===== config.mk =====
export PLATFORM = sky130hd
export DESIGN_NAME = snake_ctl
export DESIGN_NICKNAME = d
export VERILOG_FILES = /design/src/rtl/snake_pkg.sv /design/src/rtl/snake_ctl_step_timer.sv /design/src/rtl/snake_ctl.sv
export SDC_FILE = /design/constraint.sdc
export NUM_CORES = 1
export LEC_CHECK = 0
export CAP_MARGIN = 15
export CORE_ASPECT_RATIO = 0.5
export CORE_MARGIN = 5
export CORE_UTILIZATION = 55
export CTS_CLUSTER_DIAMETER = 60
export DETAILED_ROUTE_END_ITERATION = 10
export GPL_ROUTABILITY_DRIVEN = 1
export PLACE_DENSITY = 0.82
export SYNTH_ARGS = -nofsm -noshare
export SYNTH_HDL_FRONTEND = slang
export SYNTH_SLANG_ARGS = --single-unit

===== constraint.sdc =====
create_clock -name clk -period 15.8 [get_ports clk]
set_input_delay 4.74 -clock clk [delete_from_list [all_inputs] [get_ports clk]]
set_output_delay 4.74 -clock clk [all_outputs]
set_load 0.02 [all_outputs]

===== src/rtl/snake_pkg.sv =====
// Shared definitions for the snake game controller.
//   - dir_e    : direction encoding carried on the dir input
//   - state_e  : controller FSM states
//   - segment geometry (column/row widths, tail length) and default grid size
//   - is_reverse() : true when two directions point in opposite senses
package snake_pkg;

   typedef enum logic [1:0] {
      DirUp    = 2'd0,
      DirRight = 2'd1,
      DirDown  = 2'd2,
      DirLeft  = 2'd3
   } dir_e;

   typedef enum logic [1:0] {
      StIdle,
      StRun,
      StMove,
      StOver
   } state_e;

   localparam int unsigned SegXW    = 7;
   localparam int unsigned SegYW    = 6;
   localparam int unsigned MaxTail  = 15;
   localparam int unsigned ScoreW   = 4;
   localparam int unsigned TailXW   = SegXW * MaxTail;
   localparam int unsigned TailYW   = SegYW * MaxTail;
   localparam int unsigned DefGridW = 64;
   localparam int unsigned DefGridH = 48;

   // Opposite directions differ only in bit 1 of the encoding.
   function automatic logic is_reverse(input dir_e a, input dir_e b);
      logic [1:0] diff;
      diff = 2'(a) ^ 2'(b);
      return diff == 2'b10;
   endfunction

endpackage


===== src/rtl/snake_ctl_step_timer.sv =====
// step_timer: free-running step divider for the snake controller.
//   clk   : clock, rising edge
//   reset : asynchronous, active-low
//   clear : holds the count at zero while high
//   tick  : high during the last cycle (count == STEP_DIV-1) of each period
module step_timer #(
   parameter int unsigned STEP_DIV = 6_500_000
) (
   input  logic clk,
   input  logic reset,
   input  logic clear,
   output logic tick
);

   localparam int unsigned CntW = (STEP_DIV > 2) ? $clog2(STEP_DIV) : 1;
   localparam logic [CntW-1:0] LastCnt = CntW'(STEP_DIV - 1);

   logic [CntW-1:0] cnt_q;

   assign tick = !clear && (cnt_q == LastCnt);

   always_ff @(posedge clk or negedge reset) begin
      if (!reset) begin
         cnt_q <= '0;
      end else if (clear || tick) begin
         cnt_q <= '0;
      end else begin
         cnt_q <= cnt_q + CntW'(1);
      end
   end

endmodule


===== src/rtl/snake_ctl.sv =====
// snake_ctl: movement, growth and collision control for a grid snake game.
//   clk          : clock, rising edge
//   reset        : asynchronous, active-low
//   start        : level request to start (IDLE) or restart (OVER) a game
//   dir_valid    : qualifies dir for one cycle
//   dir          : requested direction (0 up, 1 right, 2 down, 3 left)
//   apple_x/y    : apple cell
//   head_x/y     : head cell
//   tail_x/y     : 15 packed segments, segment 0 next to the head
//   score        : number of live tail segments (0..15)
//   apple_eaten  : one-cycle pulse after a step that lands on the apple
//   game_over    : high while the game is over
module snake_ctl
   import snake_pkg::*;
#(
   parameter int unsigned GRID_W   = DefGridW,
   parameter int unsigned GRID_H   = DefGridH,
   parameter int unsigned STEP_DIV = 6_500_000
) (
   input  logic              clk,
   input  logic              reset,
   input  logic              start,
   input  logic              dir_valid,
   input  logic [1:0]        dir,
   input  logic [SegXW-1:0]  apple_x,
   input  logic [SegYW-1:0]  apple_y,
   output logic [SegXW-1:0]  head_x,
   output logic [SegYW-1:0]  head_y,
   output logic [TailXW-1:0] tail_x,
   output logic [TailYW-1:0] tail_y,
   output logic [ScoreW-1:0] score,
   output logic              apple_eaten,
   output logic              game_over
);

   localparam logic [SegXW-1:0]  MaxX     = SegXW'(GRID_W - 1);
   localparam logic [SegYW-1:0]  MaxY     = SegYW'(GRID_H - 1);
   localparam logic [SegXW-1:0]  StartX   = SegXW'(GRID_W / 2);
   localparam logic [SegYW-1:0]  StartY   = SegYW'(GRID_H / 2);
   localparam logic [ScoreW-1:0] ScoreMax = ScoreW'(MaxTail);

   state_e              state_q;
   dir_e                cur_dir_q;
   dir_e                pend_dir_q;
   logic [SegXW-1:0]    head_x_q;
   logic [SegYW-1:0]    head_y_q;
   logic [TailXW-1:0]   tail_x_q;
   logic [TailYW-1:0]   tail_y_q;
   logic [ScoreW-1:0]   score_q;
   logic                apple_eaten_q;
   logic                game_over_q;

   logic                timer_clear;
   logic                step_tick;

   dir_e                eff_dir;
   logic [SegXW-1:0]    next_x;
   logic [SegYW-1:0]    next_y;
   logic                out_of_grid;
   logic                self_hit;
   logic                collide;
   logic                apple_hit;

   // Divider only runs in RUN, so it restarts from zero on every entry to RUN.
   assign timer_clear = (state_q != StRun);

   step_timer #(
      .STEP_DIV(STEP_DIV)
   ) u_step_timer (
      .clk   (clk),
      .reset (reset),
      .clear (timer_clear),
      .tick  (step_tick)
   );

   // Next head and collision, evaluated combinationally during MOVE.
   always_comb begin
      eff_dir     = is_reverse(pend_dir_q, cur_dir_q) ? cur_dir_q : pend_dir_q;
      next_x      = head_x_q;
      next_y      = head_y_q;
      out_of_grid = 1'b0;
      unique case (eff_dir)
         DirUp: begin
            out_of_grid = (head_y_q == '0);
            next_y      = head_y_q - SegYW'(1);
         end
         DirRight: begin
            out_of_grid = (head_x_q >= MaxX);
            next_x      = head_x_q + SegXW'(1);
         end
         DirDown: begin
            out_of_grid = (head_y_q >= MaxY);
            next_y      = head_y_q + SegYW'(1);
         end
         DirLeft: begin
            out_of_grid = (head_x_q == '0);
            next_x      = head_x_q - SegXW'(1);
         end
         default: begin
            out_of_grid = 1'b0;
         end
      endcase

      // Only the first 'score' segments are body; the rest are stale history.
      self_hit = 1'b0;
      for (int k = 0; k < int'(MaxTail); k++) begin
         if ((ScoreW'(k) < score_q) &&
             (tail_x_q[k*SegXW +: SegXW] == next_x) &&
             (tail_y_q[k*SegYW +: SegYW] == next_y)) begin
            self_hit = 1'b1;
         end
      end

      collide   = out_of_grid || self_hit;
      apple_hit = !collide && (next_x == apple_x) && (next_y == apple_y);
   end

   always_ff @(posedge clk or negedge reset) begin
      if (!reset) begin
         state_q       <= StIdle;
         cur_dir_q     <= DirRight;
         pend_dir_q    <= DirRight;
         head_x_q      <= StartX;
         head_y_q      <= StartY;
         tail_x_q      <= '0;
         tail_y_q      <= '0;
         score_q       <= '0;
         apple_eaten_q <= 1'b0;
         game_over_q   <= 1'b0;
      end else begin
         apple_eaten_q <= 1'b0;
         // A request during MOVE lands here after the commit below has
         // sampled the old pending value, so it only affects the next step.
         if (dir_valid) begin
            pend_dir_q <= dir_e'(dir);
         end

         unique case (state_q)
            StIdle: begin
               if (start) begin
                  state_q <= StRun;
               end
            end

            StRun: begin
               if (step_tick) begin
                  state_q <= StMove;
               end
            end

            StMove: begin
               cur_dir_q <= eff_dir;
               if (collide) begin
                  state_q     <= StOver;
                  game_over_q <= 1'b1;
               end else begin
                  state_q  <= StRun;
                  head_x_q <= next_x;
                  head_y_q <= next_y;
                  tail_x_q <= {tail_x_q[TailXW-SegXW-1:0], head_x_q};
                  tail_y_q <= {tail_y_q[TailYW-SegYW-1:0], head_y_q};
                  if (apple_hit) begin
                     apple_eaten_q <= 1'b1;
                     if (score_q != ScoreMax) begin
                        score_q <= score_q + ScoreW'(1);
                     end
                  end
               end
            end

            StOver: begin
               // Restart goes straight to RUN with a fresh game.
               if (start) begin
                  state_q       <= StRun;
                  cur_dir_q     <= DirRight;
                  pend_dir_q    <= DirRight;
                  head_x_q      <= StartX;
                  head_y_q      <= StartY;
                  tail_x_q      <= '0;
                  tail_y_q      <= '0;
                  score_q       <= '0;
                  apple_eaten_q <= 1'b0;
                  game_over_q   <= 1'b0;
               end
            end

            default: begin
               state_q <= StIdle;
            end
         endcase
      end
   end

   assign head_x      = head_x_q;
   assign head_y      = head_y_q;
   assign tail_x      = tail_x_q;
   assign tail_y      = tail_y_q;
   assign score       = score_q;
   assign apple_eaten = apple_eaten_q;
   assign game_over   = game_over_q;

endmodule

==> images/cell_density.png <==
24 x 12 tiles, from white (low) to dark blue (high), 0 to 100% covered.
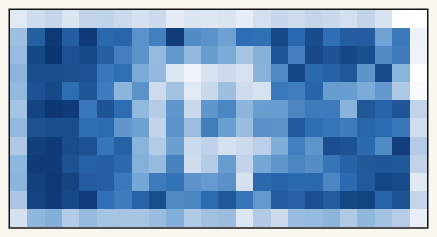
tiles over 75% full: 35%
densest ninth of the die: middle left
mean over tiles: 58%
nearly empty tiles: 1.0%
fullest tile: 97%

==> images/io_placement.png <==
Pins as bars across the die edge, other pins in gray.
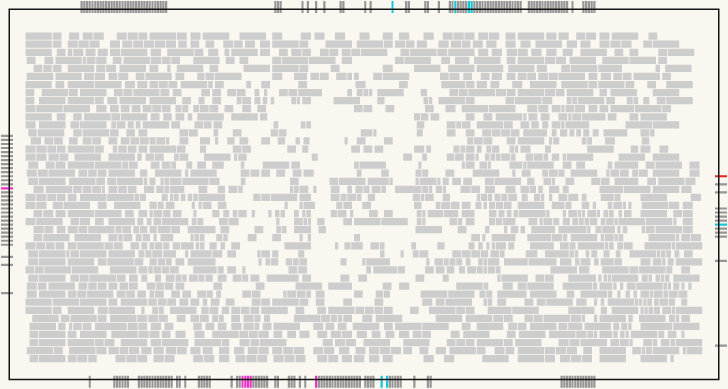
legend:
  head_x:
    color: cyan
    pins: 7
    direction: output
    edge: 4 top, 2 bottom, 1 right
  apple_y:
    color: magenta
    pins: 6
    direction: input
    edge: 5 bottom, 1 left
  apple_eaten:
    color: red
    pins: 1
    direction: output
    edge: right
all pins by edge: 97 top, 92 bottom, 31 left, 13 right

==> images/placement.png <==
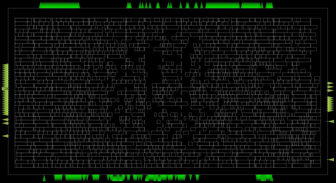
Core Util, Final: 68.95%
# rows: 41

==> images/layer_met3.png <==
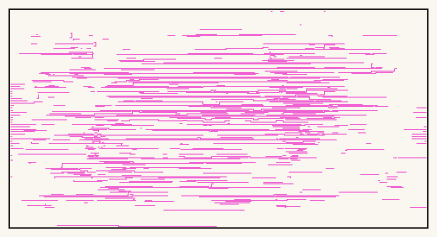
wire length on this layer: 8850 um
nets with wire on the layer: 325

==> images/clk_routes.png <==
Scale bar: 50 um.
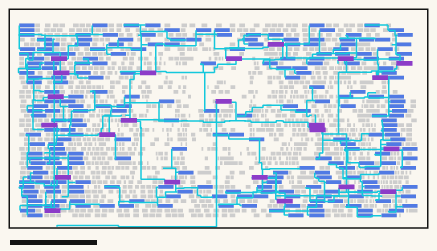
legend:
  clock drivers:
    color: purple
    count: 23
  clock wires:
    color: cyan
    length: 3230 um
  flip-flops:
    color: blue
    count: 243
flops lie: all over the die
routed clock nets: 24

==> qor.txt <==
main kind of combinational logic by area: AND-OR/OR-AND gates
Yosys Chip Area: 14400 um2
Pwr per Cell Area: 106.0 nW/um2
fin cells: 1896
global-route wire length before repair: 86150 um
Finish-stage setup viols: 0
fmax: 126.0 MHz
Post-Route M1 WL: 25380 um
Core ar.: 25500 um2
clk_skew: 0.04076 ns
top power group: sequential cells
Synth Seq Share: 42.27%
number of buffers created by CTS: 23
WHS Path Cells: 1
CTS tree: done
Total Neg Setup Slack: 0 ns
full die area: 29710 um2
largest class: multi-input combinational cells
met3 wire length: 8845 um
Seq area share: 34.63%
outcome: finished clean
Reg clk slew, reported paths: 0.07 ns
# diodes: 0
Comb power frac: 33.1%
delay-heaviest family, CP: AND-OR/OR-AND gates
crit path DAT: 8.42 ns
Fin. Hold Viols: 0
post-CTS setup buffers: 0
Top cells excl fill/tap: 238 x dfrtp_1, 231 x clkdlybuf4s50_1, 197 x a22o_1, 119 x xnor2_1, 111 x xor2_1
Comb area share: 43.65%
Least-Margin Pin Slew: 1.253 ns
CP max-delay cell: fa_1
R2R Path Start: pend_dir_q[0]
area grow syn2layout: 22.07%
crit-path max cell delay: 0.97 ns
drt wl/cell: 31.17 um
Power figures rest on the tool's default switching activity, not on a simulated workload.
